==> config.mk <==
export PLATFORM = sky130hd
export DESIGN_NAME = scan_chain_driver_flat
export DESIGN_NICKNAME = d
export VERILOG_FILES = /design/src/rtl/scan_pkg.sv /design/src/rtl/scan_chain_driver_if.sv /design/src/rtl/scan_clk_gen.sv /design/src/rtl/scan_chain_driver.sv /design/src/flat_wrapper.sv
export SDC_FILE = /design/constraint.sdc
export NUM_CORES = 1
export LEC_CHECK = 0
export CAP_MARGIN = 20
export CORE_MARGIN = 2
export CORE_UTILIZATION = 35
export CTS_CLUSTER_DIAMETER = 120
export DETAILED_ROUTE_END_ITERATION = 6
export GPL_TIMING_DRIVEN = 0
export PLACE_DENSITY = 0.55
export SYNTH_ARGS = -nofsm -noshare
export SYNTH_HDL_FRONTEND = slang
export SYNTH_SLANG_ARGS = --single-unit
==> constraint.sdc <==
create_clock -name clk -period 2.83 [get_ports clk]
set_clock_uncertainty 0.2 [all_clocks]
set_input_delay 0.566 -clock clk [delete_from_list [all_inputs] [get_ports clk]]
set_output_delay 0.566 -clock clk [all_outputs]
set_load 0.02 [all_outputs]
**Metal layers overlaid**

(4 px per um)
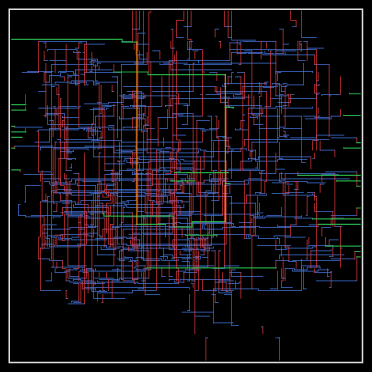
- orange: metal 4 (wire length 82.3 um)
- blue: metal 1 (wire length 3010 um)
- red: metal 2 (wire length 2860 um)
- green: metal 3 (wire length 249 um)
routed wirelength normalized by instance count: 14.60 um
vias post-DR: 2236
Total Routing Usage GR: 0.1690
Routed Wire Length: 6203 um

**Zoomed window**

Window x 56 to 76, y 12 to 32 um. Cells in grey, sequential cells in the stronger grey; small squares are vias.
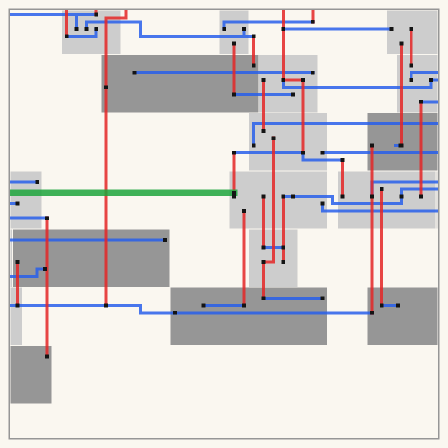
- blue: metal 1
- green: metal 3
- red: metal 2
- sequential cells in the window: 3
- most frequent: a211oi_2 (3), dfxtp_1 (3), nor2_2 (2)
- cells with their middle in the window: 12

**Sequential cells coloured by netlist name**

(6 px per um) Other sequential cells in the stronger grey, the rest of the logic in the fainter grey.
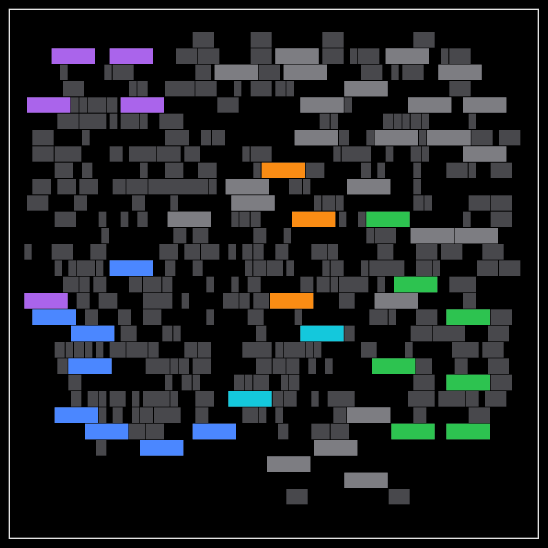
- cyan: u_core.cyc_cnt_q (placed flops 2)
- purple: u_core.sel_q (placed flops 5; where upper left)
- orange: u_core.state_q (placed flops 3)
- blue: u_core.bit_cnt_q (placed flops 8)
- green: u_core.in_sr_q (placed flops 7)
- not coloured: 24
total area of sequential cells: 980.9 um^2
Core Util, Final: 0.4459
sequential portion of the cell area: 0.3238
reported sequential group power: 0.705 mW

==> impl_report.txt <==
IMPLEMENTATION SUMMARY REPORT
----------------------------------------------------
[Global route]
  Met3 Track Usage GR ........................ 0.04147
  Number of antenna violations at the first check in global routing ........................ 0
  Total congestion overflow ........................ 0
  Wire length of the first global-routing pass ........................ 10070 um
  Vias in the first global route ........................ 2079
  Global-route track usage on met1 ........................ 0.2269

[Finish]
  Layout filler cell count ........................ 680
  Non-clock buffers, area share ........................ 0.1429
  Comb area share ........................ 0.4515
  Most frequent cells in the layout ........................ sky130_fd_sc_hd__dfxtp_1, sky130_fd_sc_hd__nor2_1, sky130_fd_sc_hd__clkdlybuf4s50_1
  Count of non-CTS buffers in the layout ........................ 54
  Logic area ........................ 1368 um^2
  Final antenna diode count ........................ 0
  Layout cells sized above 1 ........................ 0.07903
  Top logic cell by instance count in the layout ........................ sky130_fd_sc_hd__dfxtp_1
  Tally of non-filler cells in the final layout ........................ 425
  MI comb cells ........................ 209
  Number of nets in the final layout ........................ 355

[Synthesis]
  Warnings, synthesis ........................ 0
  Sequential-to-total area share from yosys stat ........................ 0.3980
  Fraction of registers with async set/reset ........................ 0
  Flip-flop and latch count after synthesis ........................ 49
  Post-synthesis cell area ........................ 2465 um^2
  Flip-flops with a built-in enable ........................ 0
  Dominant register cell ........................ sky130_fd_sc_hd__dfxtp_1
  Avg Inst Size Synth ........................ 8.588 um^2
  Yosys stat cell total ........................ 287

[Run status]
  Outcome ........................ completed

[Floorplanning]
  Floorplan core density ........................ 0.3628
  Floorplan die height ........................ 87.92 um
  Horiz. Die Dim ........................ 87.92 um
  Io pins ........................ 36
  Well tap count ........................ 96
  Core area ........................ 6794 um^2
  Standard-cell row count ........................ 30

[Worst setup path]
  Endpoint required time on the critical path ........................ 2870 ps
  Crit Path Max Fanout ........................ 10
  Reg2Reg Depth ........................ 6
  Crit path capture type ........................ flop
  Type of the setup path with the least slack ........................ input pin to flop
  Arrival time at the worst endpoint ........................ 2720 ps
  Setup slack on the worst flop-to-flop path ........................ 300 ps

[Timing]
  Max Fclk ........................ 0.3729 GHz
  Setup repair after global routing missed its margin ........................ false
  Final slew viol count ........................ 0
  Minimum hold slack ........................ 240.9 ps
  Headroom to the max-slew limit ........................ 0.5577
  Number of hold-slack violations in the final timing report ........................ 0
  Smallest setup slack after layout ........................ 148.0 ps
  Setup violators final ........................ 0
  Fin crit share ........................ 0.9477
  Final critical-path required period ........................ 2682 ps

[Placed design]
  DP Cell Count ........................ 417
  DP Worst Slack ........................ -417.6 ps
  Routability congestion estimate ........................ 0.8469
  Placed cell area ........................ 2925 um^2

[CTS]
  Clock Sinks ........................ 49
  CTS H-Tree Depth ........................ 2
  TritonCTS clock tree ........................ done
  Buffer cell driving the clock tree root ........................ sky130_fd_sc_hd__clkbuf_8
  Hold bufs inserted after CTS ........................ 0
  Number of buffers added by the clock tree synthesis step ........................ 5
  CTS Buffer Depth ........................ 2

[Drt]
  DRC violations left ........................ 0
  Via count normalized by instance count ........................ 5.261
  Met2 layer wire length in the routed design ........................ 2858 um
  Drt initial violations ........................ 105
  Number of antenna-violating nets in the routed design ........................ 0
  Routed length on met3 ........................ 249 um
  Top routing layer in use ........................ met4

[Pwr]
  Power per cell area ........................ 420.1 nW/um^2
  Maximum ir drop on the vdd rail ........................ 0.3117 mV
  Leakage Power ........................ 1.105 nW

[Min path]
  Hold Crit Class ........................ flop to flop

[Job]
  Max-Cap Viols ........................ 0

----------------------------------------------------
report_power, final:
group	internal, mW	switching, mW	leakage [nW]	total (mW)
clock	0.179	0.263	0.0447	0.442
sequential	0.698	0.00697	0.396	0.705
combinational	0.0604	0.0652	0.665	0.126
worst max-delay path: stages:
cell and delay, ps:
sky130_fd_sc_hd__clkdlybuf4s50_1 520, sky130_fd_sc_hd__or4_4 570, sky130_fd_sc_hd__a2111o_1 440, sky130_fd_sc_hd__buf_6 160, sky130_fd_sc_hd__o21ai_4 80, sky130_fd_sc_hd__buf_8 170, sky130_fd_sc_hd__nor2_2 40, sky130_fd_sc_hd__a211oi_2 170
cells by family after synthesis:
kind of cell	count (synthesis)	share of synthesized area
and+or+nand+nor	109	0.2203
AOI/OAI and AO/OA	71	0.2076
DFF	49	0.3980
buffers and inverters	29	0.05228
muxes	19	0.07716
adders and majority gates	6	0.03046
xor gates and xnor gates	4	0.01422
cells in the mapped netlist (all sizes together) (3+ instances only):
library cell  count  area, um^2
a211oi           11       102.6
a21oi            23       115.1
a31oi             3       18.77
and3              3       18.77
buf               5       38.78
clkbuf           15       56.30
dfxtp            49       980.9
ha                6       75.07
inv               9       33.79
mux2i            19       190.2
nand2            25       93.84
nand2b            5       31.28
nand3             4       20.02
nand3b            3       22.52
nand4             3       18.77
nor2             40       160.2
nor3              5       25.02
nor4              3       18.77
o21ai             8       51.30
o22ai             4       25.02
o31ai             3       22.52
o32ai             3       26.28
or2               3       18.77
or4               5       41.29
per-stage QoR:
step	TNS [ps]	total power, mW
floorplan	0	0.7868
global placement	-5020	0.8455
detailed placement	-5528	0.8466
CTS	0	1.293
global route	0	1.329
finish	0	1.272
timing repair:
action,CTS,global route
setup buffers,0,0
hold endpoints to repair,0,0
gates resized,3,0
setup endpoints to repair,8,0
No activity file was given, so power comes from the tool's default toggle rates.
